[src/rtl/rh_xfer_cnt_if.sv]
// rh_xfer_cnt_if: register-decode / DMA-sequencer side signals of the
// multi-channel transfer counter. The master modport is the controller
// (decode + sequencer); the slave modport is the counter block itself.
interface rh_xfer_cnt_if #(
  parameter int CHANNELS   = 4,
  parameter int WIDTH      = 16,
  parameter int ADDR_WIDTH = 18
);
  localparam int SELW = (CHANNELS > 1) ? $clog2(CHANNELS) : 1;

  logic                  devRESET;
  logic [CHANNELS-1:0]   clr;
  logic [SELW-1:0]       sel;
  logic                  wc_write;
  logic [WIDTH/8-1:0]    byte_en;
  logic [WIDTH-1:0]      wdata;
  logic                  ba_write;
  logic [ADDR_WIDTH-1:0] ba_wdata;
  logic [CHANNELS-1:0]   inc;
  logic [SELW-1:0]       rd_sel;
  logic [WIDTH-1:0]      wc_out;
  logic [ADDR_WIDTH-1:0] ba_out;
  logic [CHANNELS-1:0]   active;
  logic [CHANNELS-1:0]   done;
  logic [CHANNELS-1:0]   tc_pulse;
  logic [CHANNELS-1:0]   overrun;

  modport master (
    output devRESET, clr, sel, wc_write, byte_en, wdata,
           ba_write, ba_wdata, inc, rd_sel,
    input  wc_out, ba_out, active, done, tc_pulse, overrun
  );

  modport slave (
    input  devRESET, clr, sel, wc_write, byte_en, wdata,
           ba_write, ba_wdata, inc, rd_sel,
    output wc_out, ba_out, active, done, tc_pulse, overrun
  );
endinterface

[src/rtl/rh_xfer_cnt.sv]
// rh_xfer_cnt: multi-channel word-count / bus-address transfer counter for
// RH-class massbus/DMA controllers. Each channel holds a negative WC that
// counts up to zero and a BA that advances by ADDR_STEP per word.
// Per-channel state: IDLE -> ACTIVE (nonzero WC written) -> DONE (WC hits 0).
// Optional build macro RH_XFER_CNT_OVERRUN_EN adds a sticky per-channel flag
// set by an inc that arrives while the channel is not ACTIVE.
module rh_xfer_cnt #(
  parameter int CHANNELS   = 4,
  parameter int WIDTH      = 16,
  parameter int ADDR_WIDTH = 18,
  parameter int ADDR_STEP  = 2
) (
  input  logic         clk,
  input  logic         rst,
  rh_xfer_cnt_if.slave bus
);
  localparam int SELW   = (CHANNELS > 1) ? $clog2(CHANNELS) : 1;
  localparam int NBYTES = WIDTH / 8;

  // Encoding chosen so active/done come straight off a state register bit.
  localparam logic [1:0] ST_IDLE   = 2'b00;
  localparam logic [1:0] ST_ACTIVE = 2'b01;
  localparam logic [1:0] ST_DONE   = 2'b10;

  localparam logic [WIDTH-1:0]      WC_ZERO = {WIDTH{1'b0}};
  localparam logic [WIDTH-1:0]      WC_ONES = {WIDTH{1'b1}};
  localparam logic [WIDTH-1:0]      WC_ONE  = {{(WIDTH-1){1'b0}}, 1'b1};
  localparam logic [ADDR_WIDTH-1:0] BA_ZERO = {ADDR_WIDTH{1'b0}};
  localparam logic [ADDR_WIDTH-1:0] BA_STEP = ADDR_WIDTH'(ADDR_STEP);

  logic [CHANNELS-1:0][WIDTH-1:0]      wcR, wcNxtS, wcMergeS;
  logic [CHANNELS-1:0][ADDR_WIDTH-1:0] baR, baNxtS;
  logic [CHANNELS-1:0][1:0]            stateR, stateNxtS;
  logic [CHANNELS-1:0]                 tcR, tcNxtS;
  logic [CHANNELS-1:0]                 clrHitS, wcWrHitS, baWrHitS;
  logic [CHANNELS-1:0]                 activeS, doneS;
  logic [WIDTH-1:0]                    wcOutS;
  logic [ADDR_WIDTH-1:0]               baOutS;

  // Byte-lane merge: enabled lanes take new data, the rest keep the old WC.
  function automatic logic [WIDTH-1:0] mergeBytes(
    input logic [WIDTH-1:0]  oldV,
    input logic [WIDTH-1:0]  newV,
    input logic [NBYTES-1:0] be
  );
    logic [WIDTH-1:0] res;
    res = oldV;
    for (int k = 0; k < NBYTES; k++) begin
      res[8*k +: 8] = be[k] ? newV[8*k +: 8] : oldV[8*k +: 8];
    end
    return res;
  endfunction

  // Decode clears, addressed writes and the byte-merged WC for every channel.
  always_comb begin
    clrHitS  = {CHANNELS{1'b0}};
    wcWrHitS = {CHANNELS{1'b0}};
    baWrHitS = {CHANNELS{1'b0}};
    wcMergeS = wcR;
    for (int ch = 0; ch < CHANNELS; ch++) begin
      clrHitS[ch]  = bus.devRESET | bus.clr[ch];
      wcWrHitS[ch] = bus.wc_write & (bus.sel == SELW'(ch));
      baWrHitS[ch] = bus.ba_write & (bus.sel == SELW'(ch));
      wcMergeS[ch] = mergeBytes(wcR[ch], bus.wdata, bus.byte_en);
    end
  end

  // Per-channel next state: clear > register write > word-transfer inc.
  always_comb begin
    wcNxtS    = wcR;
    baNxtS    = baR;
    stateNxtS = stateR;
    tcNxtS    = {CHANNELS{1'b0}};
    for (int ch = 0; ch < CHANNELS; ch++) begin
      if (clrHitS[ch]) begin
        wcNxtS[ch]    = WC_ZERO;
        baNxtS[ch]    = BA_ZERO;
        stateNxtS[ch] = ST_IDLE;
        tcNxtS[ch]    = 1'b0;
      end else if (wcWrHitS[ch] || baWrHitS[ch]) begin
        // A write swallows any inc in the same cycle; a WC write also
        // re-arms from DONE, judged on the post-merge value.
        if (wcWrHitS[ch]) begin
          wcNxtS[ch]    = wcMergeS[ch];
          stateNxtS[ch] = (wcMergeS[ch] != WC_ZERO) ? ST_ACTIVE : ST_IDLE;
        end else begin
          wcNxtS[ch]    = wcR[ch];
          stateNxtS[ch] = stateR[ch];
        end
        if (baWrHitS[ch]) begin
          baNxtS[ch] = bus.ba_wdata;
        end else begin
          baNxtS[ch] = baR[ch];
        end
        tcNxtS[ch] = 1'b0;
      end else if (bus.inc[ch]) begin
        case (stateR[ch])
          ST_ACTIVE: begin
            wcNxtS[ch] = wcR[ch] + WC_ONE;
            baNxtS[ch] = baR[ch] + BA_STEP;
            if (wcR[ch] == WC_ONES) begin
              stateNxtS[ch] = ST_DONE;
              tcNxtS[ch]    = 1'b1;
            end else begin
              stateNxtS[ch] = ST_ACTIVE;
              tcNxtS[ch]    = 1'b0;
            end
          end
          ST_IDLE, ST_DONE: begin
            wcNxtS[ch]    = wcR[ch];
            baNxtS[ch]    = baR[ch];
            stateNxtS[ch] = stateR[ch];
            tcNxtS[ch]    = 1'b0;
          end
          default: begin
            // Unreachable encoding: fall back to a safe idle channel.
            wcNxtS[ch]    = wcR[ch];
            baNxtS[ch]    = baR[ch];
            stateNxtS[ch] = ST_IDLE;
            tcNxtS[ch]    = 1'b0;
          end
        endcase
      end else begin
        wcNxtS[ch]    = wcR[ch];
        baNxtS[ch]    = baR[ch];
        stateNxtS[ch] = stateR[ch];
        tcNxtS[ch]    = 1'b0;
      end
    end
  end

  // Channel registers: WC, BA, state and the one-cycle terminal-count strobe.
  always_ff @(posedge clk or posedge rst) begin
    if (rst) begin
      wcR    <= {(CHANNELS*WIDTH){1'b0}};
      baR    <= {(CHANNELS*ADDR_WIDTH){1'b0}};
      stateR <= {CHANNELS{ST_IDLE}};
      tcR    <= {CHANNELS{1'b0}};
    end else begin
      wcR    <= wcNxtS;
      baR    <= baNxtS;
      stateR <= stateNxtS;
      tcR    <= tcNxtS;
    end
  end

  // Readback mux (AND-OR so an out-of-range rd_sel reads as zero) and flags.
  always_comb begin
    wcOutS  = WC_ZERO;
    baOutS  = BA_ZERO;
    activeS = {CHANNELS{1'b0}};
    doneS   = {CHANNELS{1'b0}};
    for (int ch = 0; ch < CHANNELS; ch++) begin
      wcOutS      = wcOutS | (wcR[ch] & {WIDTH{bus.rd_sel == SELW'(ch)}});
      baOutS      = baOutS | (baR[ch] & {ADDR_WIDTH{bus.rd_sel == SELW'(ch)}});
      activeS[ch] = stateR[ch][0];
      doneS[ch]   = stateR[ch][1];
    end
  end

  assign bus.wc_out   = wcOutS;
  assign bus.ba_out   = baOutS;
  assign bus.active   = activeS;
  assign bus.done     = doneS;
  assign bus.tc_pulse = tcR;

`ifdef RH_XFER_CNT_OVERRUN_EN
  logic [CHANNELS-1:0] ovrR, ovrNxtS;

  // Overrun: an inc reaching a non-ACTIVE channel sets it; only clears drop it.
  always_comb begin
    ovrNxtS = ovrR;
    for (int ch = 0; ch < CHANNELS; ch++) begin
      if (clrHitS[ch]) begin
        ovrNxtS[ch] = 1'b0;
      end else if (!wcWrHitS[ch] && !baWrHitS[ch] && bus.inc[ch] &&
                   (stateR[ch] != ST_ACTIVE)) begin
        ovrNxtS[ch] = 1'b1;
      end else begin
        ovrNxtS[ch] = ovrR[ch];
      end
    end
  end

  // Sticky overrun flag register.
  always_ff @(posedge clk or posedge rst) begin
    if (rst) begin
      ovrR <= {CHANNELS{1'b0}};
    end else begin
      ovrR <= ovrNxtS;
    end
  end

  assign bus.overrun = ovrR;
`else
  assign bus.overrun = {CHANNELS{1'b0}};
`endif

endmodule

[src/flat_wrapper.sv]
// flat-port wrapper written by rule: the top's interface ports become plain ports
module rh_xfer_cnt_flat 
#(
  parameter int CHANNELS   = 4,
  parameter int WIDTH      = 16,
  parameter int ADDR_WIDTH = 18,
  parameter int ADDR_STEP  = 2
)
  (clk, rst, bus_devRESET, bus_clr, bus_sel, bus_wc_write, bus_byte_en, bus_wdata, bus_ba_write, bus_ba_wdata, bus_inc, bus_rd_sel, bus_wc_out, bus_ba_out, bus_active, bus_done, bus_tc_pulse, bus_overrun);
  rh_xfer_cnt_if #(.CHANNELS(CHANNELS), .WIDTH(WIDTH), .ADDR_WIDTH(ADDR_WIDTH)) bus_i ();
  input  logic clk;
  input  logic rst;
  input wire logic [$bits(bus_i.devRESET)-1:0] bus_devRESET;
  input wire logic [$bits(bus_i.clr)-1:0] bus_clr;
  input wire logic [$bits(bus_i.sel)-1:0] bus_sel;
  input wire logic [$bits(bus_i.wc_write)-1:0] bus_wc_write;
  input wire logic [$bits(bus_i.byte_en)-1:0] bus_byte_en;
  input wire logic [$bits(bus_i.wdata)-1:0] bus_wdata;
  input wire logic [$bits(bus_i.ba_write)-1:0] bus_ba_write;
  input wire logic [$bits(bus_i.ba_wdata)-1:0] bus_ba_wdata;
  input wire logic [$bits(bus_i.inc)-1:0] bus_inc;
  input wire logic [$bits(bus_i.rd_sel)-1:0] bus_rd_sel;
  output wire logic [$bits(bus_i.wc_out)-1:0] bus_wc_out;
  output wire logic [$bits(bus_i.ba_out)-1:0] bus_ba_out;
  output wire logic [$bits(bus_i.active)-1:0] bus_active;
  output wire logic [$bits(bus_i.done)-1:0] bus_done;
  output wire logic [$bits(bus_i.tc_pulse)-1:0] bus_tc_pulse;
  output wire logic [$bits(bus_i.overrun)-1:0] bus_overrun;
  assign bus_i.devRESET = bus_devRESET;
  assign bus_i.clr = bus_clr;
  assign bus_i.sel = bus_sel;
  assign bus_i.wc_write = bus_wc_write;
  assign bus_i.byte_en = bus_byte_en;
  assign bus_i.wdata = bus_wdata;
  assign bus_i.ba_write = bus_ba_write;
  assign bus_i.ba_wdata = bus_ba_wdata;
  assign bus_i.inc = bus_inc;
  assign bus_i.rd_sel = bus_rd_sel;
  assign bus_wc_out = bus_i.wc_out;
  assign bus_ba_out = bus_i.ba_out;
  assign bus_active = bus_i.active;
  assign bus_done = bus_i.done;
  assign bus_tc_pulse = bus_i.tc_pulse;
  assign bus_overrun = bus_i.overrun;
  rh_xfer_cnt #(.CHANNELS(CHANNELS), .WIDTH(WIDTH), .ADDR_WIDTH(ADDR_WIDTH), .ADDR_STEP(ADDR_STEP)) u_core (.clk(clk), .rst(rst), .bus(bus_i));
endmodule
[config.mk]
export PLATFORM = sky130hd
export DESIGN_NAME = rh_xfer_cnt_flat
export DESIGN_NICKNAME = d
export VERILOG_FILES = /design/src/rtl/rh_xfer_cnt_if.sv /design/src/rtl/rh_xfer_cnt.sv /design/src/flat_wrapper.sv
export SDC_FILE = /design/constraint.sdc
export NUM_CORES = 1
export LEC_CHECK = 0
export ABC_AREA = 1
export CORE_UTILIZATION = 50
export CTS_CLUSTER_DIAMETER = 30
export CTS_CLUSTER_SIZE = 25
export DETAILED_ROUTE_END_ITERATION = 10
export HOLD_SLACK_MARGIN = 0.15
export PLACE_DENSITY = 0.74
export SYNTH_ARGS = -nofsm -noshare
export SYNTH_HDL_FRONTEND = slang
export SYNTH_SLANG_ARGS = --single-unit
export TNS_END_PERCENT = 20
[constraint.sdc]
create_clock -name clk -period 6.9 [get_ports clk]
set_input_delay 1.725 -clock clk [delete_from_list [all_inputs] [get_ports clk]]
set_output_delay 1.725 -clock clk [all_outputs]
set_load 0.01 [all_outputs]
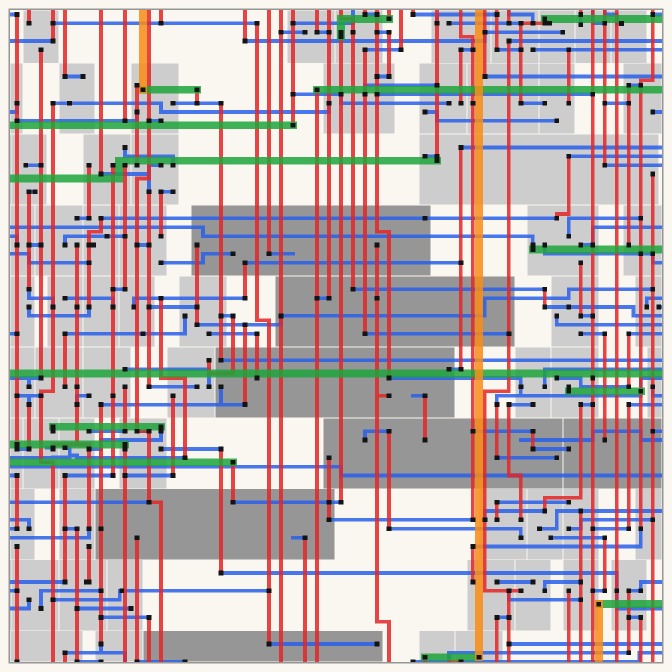
Figure 1: close-up of the layout.
Region (103, 26) to (128, 51) um. Cells in grey, sequential cells in the stronger grey; small squares are vias.
met2 -> red
met3 -> green
met1 -> blue
met4 -> orange
cells with their middle in the window = 59
netlist names of flops here include = `u_core.baR` (5)
most frequent = nand2_1 (14), nand3_1 (13), inv_1 (9)
sequential cells in the window = 5

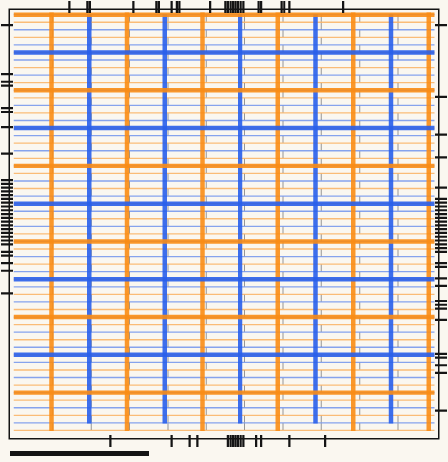
Figure 2: supply network.
The bar under the picture is 50 um long. Pins as bars on the die edge. Tap cells in grey.
VSS -> orange
VDD -> blue
rows = 55
met1 rails = 56
tap cells = 285
met5 straps = 11

==> reports/results.ini <==
[outcome]
status = finished clean

[final_layout]
syn2layout_area_growth_pct = 15.25
finalNetCount = 2001

[route]
detail-route-antenna-nets = 0
viasPerCell = 5.996

[logic_synthesis]
synth.distinct_cells = 46
synthTopCellsByCount = nand2_1, inv_1, o21ai_0
ys.flop_type = dfrtp_1
postSynthCellCount = 1872
synth_flops = 148
edf_count = 0
area_leaders = dfrtp_1, nand2_1, o21ai_0, nand3_1, inv_1
ys_cells = 1872
synth.area.mux_share_pct = 0.1733
synthSimpleGateAreaFrac_pct = 37.68
yosys-dominant-comb-family = simple AND/OR/NAND/NOR gates
yosys_warnings = 0
netlist_area_um2 = 11550

[power_and_ir_drop]
p_sw_mw = 0.7658
max-vdd-ir-drop_mv = 0.1254
power_leakage_nw = 6.013

[worst_setup_path]
worstReg2RegStart = u_core.bus.done[1]$_DFFE_PP0P_
worstSetupPathType = input port to output port
reg2reg_slack_ps = 4770

[run]
maxCapViolCount = 0

[min_path]
hp-class = register to register

[clock_tree]
path_clk_slew_ps = 70
cts-buffers-inserted = 17
cts_tree = built

[global_route]
grt_max_degree = 53
grt_pass1_vias = 12090
track_usage_pct = 37.10

[placed_design]
routabilityCongestion = 0.9832

[sta]
post-route-min-period_ps = 6007
rsz0062_at_grt = false
tns_ps = 0
skew_ps = 12.14

[floorplan]
io_pins = 103

==> per-stage QoR <==
step           util (%)  std cells  hold WS [ps]  total power [mW]  area (um2)
2_1_floorplan         -       1875         452.0             1.218       11560
3_3_place_gp      56.17       2206         488.0             1.393       12720
3_5_place_dp      56.17       2206         500.9             1.398       12720
4_1_cts           58.81       2238         519.5             2.361       13310
5_1_grt           58.81       2238         567.9             2.443       13310
6_report          58.81       2238         516.7             2.370       13310
==> worst max-delay path: stages <==
cell,delay [ps]
clkdlybuf4s50_1,480
nand2_1,740
inv_1,280
a221oi_1,390
o21ai_0,150
clkdlybuf4s50_1,510
==> cell type report <==
class	instances	area, um2
fillers	2256	9326
multi-input cells	1449	6770
flip-flops and latches	148	3704
repair buffers	112	1086
inverters	212	800.8
clock buffers	20	466.7
well taps	285	356.6
clock inverters	12	130.1
==> flip-flops by register name, summed over array words and instances (netlist names) <==
name / flops
u_core.baR: 72
u_core.wcR: 64
u_core.bus.active: 4
u_core.bus.done: 4
u_core.bus.tc_pulse: 4
==> power groups by stage <==
stage | Combinational [mW] | Clock (mW) | Sequential, mW
after detailed placement | 0.427 | 0 | 0.971
after CTS | 0.429 | 0.978 | 0.955
after floorplan | 0.267 | 0 | 0.951
after global routing | 0.475 | 1.01 | 0.962
after global placement | 0.422 | 0 | 0.970
final | 0.437 | 0.975 | 0.958
==> routing by layer <==
metal  share of wire [%]  vias to the layer above  global-route usage [%]
met2                  46                      743                   60.39
met5                   0                        -                       0
met1                  39                     6254                   45.34
li1                    -                     6278                       -
met4                 6.0                        0                   22.86
met3                 9.0                      144                   7.300
==> final timing paths <==
check / end / cells past startpoint
hold / removal: u_core.baR[17]$_DFFE_PP0P_ / 2
setup / recovery: bus_ba_out[16] / 6
max in group asynchronous: u_core.baR[32]$_DFFE_PP0P_ / 3
hold reg to reg: u_core.baR[17]$_DFFE_PP0P_ / 2
setup reg to reg: u_core.wcR[25]$_DFFE_PP0P_ / 9
min in group asynchronous: u_core.baR[11]$_DFFE_PP0P_ / 2
==> cells by family (layout without fill, tap and decap cells) <==
kind of cell             Yosys count  after routing
XOR/XNOR                          23             23
other                              1              4
adder cells (fa/ha/maj)            8              8
multiplexers                       2              2
buffers and inverters            278            356
flip-flops                       148            148
AND/OR/NAND/NOR                 1037           1037
AND-OR/OR-AND                    375            375
==> placed cells by master, fill, tap and decap left out, types with 5 or more instances in the layout <==
cell | Yosys | routed
a21oi_1 | 77 | 77
a31oi_1 | 8 | 8
buf_4 | 4 | 14
clkbuf_16 | 0 | 17
clkdlybuf4s50_1 | 0 | 98
clkinvlp_4 | 0 | 5
dfrtp_1 | 148 | 148
ha_1 | 8 | 8
inv_1 | 200 | 199
inv_2 | 11 | 11
nand2_1 | 621 | 621
nand2_2 | 5 | 5
nand3_1 | 168 | 168
nand3b_1 | 5 | 5
nand4_1 | 32 | 32
nor2_1 | 165 | 164
nor2_2 | 6 | 7
nor3_1 | 18 | 18
o2111ai_1 | 8 | 8
o211ai_1 | 15 | 15
o21ai_0 | 191 | 191
o21ai_1 | 19 | 19
o22ai_1 | 40 | 40
xnor2_1 | 6 | 6
xor2_1 | 17 | 17
No activity file was given, so power comes from the tool's default toggle rates.
